==> src/rtl/uart_tx_arbiter.sv <==
// Round-robin owner of a shared uart_tx: one requester holds the transmitter for a
// whole packet, which is prefixed by a header byte {HDR_TAG, source index}.
//
// state   | meaning
// IDLE    | no packet; pick the next requester after the pointer
// HDR     | send the header byte for the granted requester
// WAIT_HI | byte handed to uart_tx, waiting for tx_busy to rise
// WAIT_LO | byte in flight, waiting for tx_busy to fall
// FETCH   | take the next payload byte from the granted lane, or time out
// END     | report done/abort/truncation, move the pointer, release grant
module uart_tx_arbiter #(
    parameter int         N_REQ       = 4,
    parameter int         MAX_LEN     = 16,
    parameter int         GAP_TIMEOUT = 1024,
    parameter logic [4:0] HDR_TAG     = 5'b10100
) (
    input  logic               clk_i,
    input  logic               reset_ni,
    input  logic [N_REQ-1:0]   req_valid_i,
    input  logic [8*N_REQ-1:0] req_data_i,
    input  logic [N_REQ-1:0]   req_last_i,
    output logic [N_REQ-1:0]   req_ack_o,
    output logic [N_REQ-1:0]   grant_o,
    input  logic               tx_busy_i,
    output logic               start_tx_o,
    output logic [7:0]         data_to_tx_o,
    output logic               busy_o,
    output logic               pkt_done_o,
    output logic [1:0]         err_o
);

    localparam int IW = (N_REQ > 1) ? $clog2(N_REQ) : 1;
    localparam int GW = $clog2(GAP_TIMEOUT + 1);

    localparam logic [2:0] S_IDLE    = 3'd0;
    localparam logic [2:0] S_HDR     = 3'd1;
    localparam logic [2:0] S_WAIT_HI = 3'd2;
    localparam logic [2:0] S_WAIT_LO = 3'd3;
    localparam logic [2:0] S_FETCH   = 3'd4;
    localparam logic [2:0] S_END     = 3'd5;

    logic [2:0]    state_q, state_d;
    logic [IW-1:0] ptr_q, ptr_d;
    logic [IW-1:0] win_q, win_d;
    logic [7:0]    cnt_q, cnt_d;
    logic [GW-1:0] gap_q, gap_d;
    logic          last_q, last_d;
    logic          abort_q, abort_d;

    logic          any_req;
    logic [IW-1:0] pick;
    logic          fire;

    // First requesting lane scanning upward from the lane after the pointer.
    always_comb begin
        any_req = 1'b0;
        pick    = '0;
        for (int i = 1; i <= N_REQ; i++) begin
            if (!any_req && req_valid_i[(int'(ptr_q) + i) % N_REQ]) begin
                any_req = 1'b1;
                pick    = IW'((int'(ptr_q) + i) % N_REQ);
            end
        end
    end

    assign fire = (state_q == S_FETCH) && req_valid_i[win_q] && !tx_busy_i;

    always_comb begin
        state_d = state_q;
        ptr_d   = ptr_q;
        win_d   = win_q;
        cnt_d   = cnt_q;
        gap_d   = gap_q;
        last_d  = last_q;
        abort_d = abort_q;
        case (state_q)
            S_IDLE: begin
                if (any_req) begin
                    win_d   = pick;
                    state_d = S_HDR;
                end
            end
            S_HDR: begin
                cnt_d   = '0;
                gap_d   = '0;
                last_d  = 1'b0;
                abort_d = 1'b0;
                state_d = S_WAIT_HI;
            end
            S_WAIT_HI: begin
                if (tx_busy_i) state_d = S_WAIT_LO;
            end
            S_WAIT_LO: begin
                if (!tx_busy_i) begin
                    if (last_q || (cnt_q == 8'(MAX_LEN))) state_d = S_END;
                    else                                  state_d = S_FETCH;
                end
            end
            S_FETCH: begin
                if (fire) begin
                    last_d  = req_last_i[win_q];
                    cnt_d   = cnt_q + 8'd1;
                    gap_d   = '0;
                    state_d = S_WAIT_HI;
                end else begin
                    gap_d = gap_q + 1'b1;
                    if (gap_q == GW'(GAP_TIMEOUT - 1)) begin
                        abort_d = 1'b1;
                        state_d = S_END;
                    end
                end
            end
            S_END: begin
                ptr_d   = win_q;
                state_d = S_IDLE;
            end
            default: state_d = S_IDLE;
        endcase
    end

    // Outputs decode from state so an asynchronous reset clears them at once.
    always_comb begin
        start_tx_o   = 1'b0;
        data_to_tx_o = '0;
        req_ack_o    = '0;
        grant_o      = '0;
        busy_o       = 1'b0;
        pkt_done_o   = 1'b0;
        err_o        = 2'b00;
        if (state_q != S_IDLE) begin
            busy_o         = 1'b1;
            grant_o[win_q] = 1'b1;
        end
        case (state_q)
            S_HDR: begin
                start_tx_o   = 1'b1;
                data_to_tx_o = {HDR_TAG, 3'(win_q)};
            end
            S_FETCH: begin
                if (fire) begin
                    start_tx_o       = 1'b1;
                    data_to_tx_o     = req_data_i[8*win_q +: 8];
                    req_ack_o[win_q] = 1'b1;
                end
            end
            S_END: begin
                if (abort_q)     err_o      = 2'b01;
                else if (last_q) pkt_done_o = 1'b1;
                else             err_o      = 2'b10;
            end
            default: ;
        endcase
    end

    always_ff @(posedge clk_i or negedge reset_ni) begin
        if (!reset_ni) begin
            state_q <= S_IDLE;
            ptr_q   <= IW'(N_REQ - 1);
            win_q   <= '0;
            cnt_q   <= '0;
            gap_q   <= '0;
            last_q  <= 1'b0;
            abort_q <= 1'b0;
        end else begin
            state_q <= state_d;
            ptr_q   <= ptr_d;
            win_q   <= win_d;
            cnt_q   <= cnt_d;
            gap_q   <= gap_d;
            last_q  <= last_d;
            abort_q <= abort_d;
        end
    end

endmodule

==> config.mk <==
export PLATFORM = sky130hd
export DESIGN_NAME = uart_tx_arbiter
export DESIGN_NICKNAME = d
export VERILOG_FILES = /design/src/rtl/uart_tx_arbiter.sv
export SDC_FILE = /design/constraint.sdc
export NUM_CORES = 1
export LEC_CHECK = 0
export ABC_AREA = 0
export CORE_MARGIN = 4
export CORE_UTILIZATION = 47
export CTS_CLUSTER_DIAMETER = 40
export DETAILED_ROUTE_END_ITERATION = 16
export PLACE_DENSITY = 0.91
export SLEW_MARGIN = 15
export SYNTH_ARGS = -nofsm -noshare
export SYNTH_HDL_FRONTEND = slang
export SYNTH_SLANG_ARGS = --single-unit
==> constraint.sdc <==
create_clock -name clk_i -period 2.39 [get_ports clk_i]
set_input_delay 0.239 -clock clk_i [delete_from_list [all_inputs] [get_ports clk_i]]
set_output_delay 0.239 -clock clk_i [all_outputs]
set_load 0.05 [all_outputs]
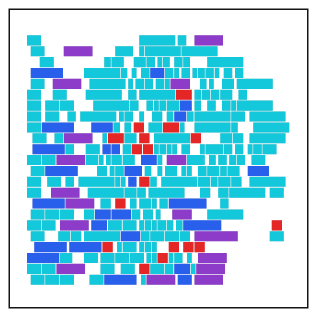
sizes.png
(4 px per um)
| color | size | cells | share |
|---|---|---|---|
| red | _3 and _4 cells | 17 | 6.1% |
| blue | _2 cells | 27 | 9.6% |
| purple | _6 and larger | 17 | 6.1% |
| cyan | _0 and _1 cells | 219 | 78% |
non-clock buffer count in the final layout: 72
final setup slack of the worst path: 0.0954 ns

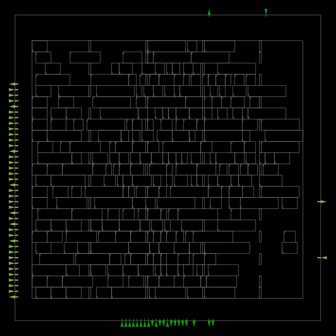
placement.png
proportion of cell area occupied by registers: 23.9%
sequential cells: 28
Core Rows: 23

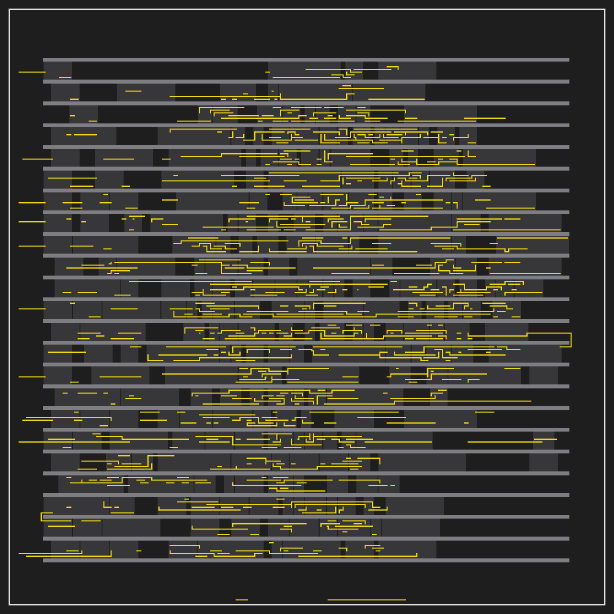
layer_met1.png
(8 px per um) Supply wires on this layer in gray.
nets with wire on the layer: 291
longest straight run: 22.1 um
main direction: horizontal

==> run_results.csv <==
group,metric,value,unit
run_status,run_status,"completed",
finish,final_core_util,71.6,%
critical_path,timing.critical_path.from,"state_q[1]",
global_routing,overflow,0,
critical_path,crit_arrival,2.06,ns
power_and_ir_drop,comb_pwr,1.70,mW
clock_network,clk_path_buf_depth,2,
synthesis,common_cells,"sky130_fd_sc_hd__dfrtp_1, sky130_fd_sc_hd__nor2_1, sky130_fd_sc_hd__nand2_1, sky130_fd_sc_hd__nand3_1",
critical_path,cp.required,2.15,ns
clock_network,cts_resized,0,
power_and_ir_drop,clock_power,0.373,mW
synthesis,yosysWarnings,0,
synthesis,asyncSetResetFlopFracSynth,100,%
critical_path,reg2reg_to,"gap_q[10]",
power_and_ir_drop,seq_power_share,25.8,%
synthesis,synth_flops,28,
drt,detail_route.wl_per_cell,16.4,um
sta,clock_period_minus_final_worst_setup_slack,2.29,ns
power_and_ir_drop,ir_drop,0.618,mV
synthesis,synthAdderAreaFrac,1.82,%
power_and_ir_drop,switching_share,44.2,%
finish,insertedDiodeCount,0,
finish,finalNetCount,327,
synthesis,yosys-top-cells-area,"sky130_fd_sc_hd__dfrtp_1, sky130_fd_sc_hd__mux4_2, sky130_fd_sc_hd__a31oi_1",
clock_network,worst_skew_pair.late_latency,0.28,ns
sta,worst_hold_slack,0.333,ns
global_routing,grt_pass1_vias,2014,
synthesis,netlist_logic_family_top,"simple AND/OR/NAND/NOR gates",
clock_network,cts.hold.buffers_added,0,
clock_network,sink_count,28,
critical_path,reg2reg_setup_slack,0.39,ns
sta,count_of_final_hold_check_violations,0,
floorplanning,top_level_ports,64,
synthesis,mux_share,14.8,%
finish,synthToLayoutAreaGrowth,42.8,%
power_and_ir_drop,total_leakage_power,1.25,nW
synthesis,yosys_most_used_dff,"sky130_fd_sc_hd__dfrtp_1",
drt,drt.antenna.violating_nets,0,
sta,rsz0062_at_grt,"no",
finish,final_layout_size_suffix_gt1_share,21.8,%
drt,postRouteWirelength,5420,um
sta,totalNegativeSetupSlack,0,ns
synthesis,total_cells_reported_by_yosys_after_synthesis,217,
global_routing,global_route_wire_length_before_repair,9160,um
critical_path,maximum_fanout_count_along_the_critical_path,7,
clock_network,cts_buffers,3,
power_and_ir_drop,pg_seq,0.721,mW
placed_design,dp_hpwl,4270,um
finish,finalNonFillerCells,330,
synthesis,xors_xnors_by_area,0.850,%
synthesis,yosysChipArea,2060,um^2
drt,via_count,1987,
global_routing,grt_max_degree,29,
floorplanning,die.size.x,74.2,um
clock_network,cts-root-buf,"sky130_fd_sc_hd__clkbuf_8",
global_routing,grt_antenna_before_repair,0,
placed_design,gp_routability_congestion,0.887,
placed_design,io_buffer_count,63,
synthesis,synth_simple_gate_area_share,25.0,%
job,maxCapViolCount,0,
finish,final.fill_count,294,
critical_path,crit_type,"register to primary output",
hold_path,hold_path_class,"primary input to asynchronous set/reset pin",
floorplanning,core,4120,um^2
global_routing,grt_use_total,21.4,%
critical_path,worst_r2r_startpoint,"win_q[1]",
power_and_ir_drop,report.power.total,2.80,mW
drt,detailedRoute.firstIterationViolations,149,
synthesis,largest_area_cell,"sky130_fd_sc_hd__dfrtp_1",
drt,drc_errors,0,
sta,fmax,0.436,GHz
critical_path,crit_path_max_incr_delay,0.80,ns
job,log.warning_count,27,
drt,vias_per_cell,6.02,
synthesis,synth.most_common_cell,"sky130_fd_sc_hd__dfrtp_1",
power_and_ir_drop,power_density_over_cell_area,949,nW/um^2
floorplanning,dieHeight,74.2,um
sta,worst_pin_slew,0.514,ns
critical_path,worst_path_max_delay_cell,"sky130_fd_sc_hd__clkdlybuf4s50_1",
synthesis,synthesis.nets,263,
placed_design,place.detailed.instances,326,
power_and_ir_drop,p_comb_share,60.8,%
critical_path,crit_path_to,"err_o[0]",
power_and_ir_drop,p_clk_share,13.3,%
power_and_ir_drop,power.internal,1.56,mW
synthesis,ys_types,59,
clock_network,cts_tree,"built",
finish,mostFrequentLayoutCells,"sky130_fd_sc_hd__clkdlybuf4s50_1, sky130_fd_sc_hd__dfrtp_1, sky130_fd_sc_hd__nor2_1",
synthesis,netlist_area,2060,um^2
clock_network,clock_input_transition_at_the_sequential_cells_of_the_worst_setup_and_hold_paths,0.09,ns
clock_network,postCtsSetupBuffers,0,
floorplanning,fp.dieArea,5510,um^2
finish,most_frequently_placed_logic_cell_in_the_final_layout,"sky130_fd_sc_hd__clkdlybuf4s50_1",
sta,max_slew_violation_count,0,
critical_path,start_kind,"register",
synthesis,syn_inst,217,
drt,dr.pass1.iters,4,
sta,ratio_of_final_minimum_period_to_clock_period,96.0,%
synthesis,edf_count,0,
sta,finalSetupViolations,0,
floorplanning,floorplanUtilization,50.1,%
placed_design,place_worst_setup_slack,0.287,ns
synthesis,synthesis.area_per_instance,9.50,um^2
critical_path,kind_of_capture_point_of_the_worst_setup_path,"primary output",
power_and_ir_drop,power_switching,1.24,mW
synthesis,ys_seq_share,34.1,%
clock_network,cts_htree_levels,1,
sta,slew_headroom,65.6,%
synthesis,synth.top_cell.area_share,31.6,%
power_and_ir_drop,largestPowerGroup,"combinational cells",
critical_path,r2r_cells,5,
synthesis,synth-compound-area-share,18.3,%
critical_path,critical_path.cell_chain,"and2b_1, and3_1, clkdlybuf4s50_1",
sta,finalClockSkew,0.00365,ns
finish,final_design_area_no_fill,2950,um^2
placed_design,place_area,2870,um^2
## worst max-delay path, delay by kind of cell (launching register included)
family        cells  cell delay (ns)
buf+inv           1             0.80
simple gates      2             0.51
flops             1             0.46
## routing by layer
layer  vias up  wire (um)  GRT usage, %
met5         -          0             0
met2        93       2770          38.3
li1        948          -             -
met4         0         87          6.52
met3         7        404          4.73
met1       939       2160          25.7
## sequential cells by signal, summed over array words and instances (netlist names)
register,count
ptr_q,2
state_q,3
abort_q,1
win_q,2
last_q,1
gap_q,11
cnt_q,8
## final cells by class
type                    count  area [um^2]  share of cell area (%)
multi-input cells         167         1260                    42.7
repair buffers             72          816                    27.7
inverters                   9         33.8                    1.15
clock inverters             1         30.0                    1.02
flip-flops and latches     28          703                    23.9
well taps                  50         62.6                    2.12
clock buffers               3         41.3                    1.40
Power is estimated from default activity; no workload was simulated.
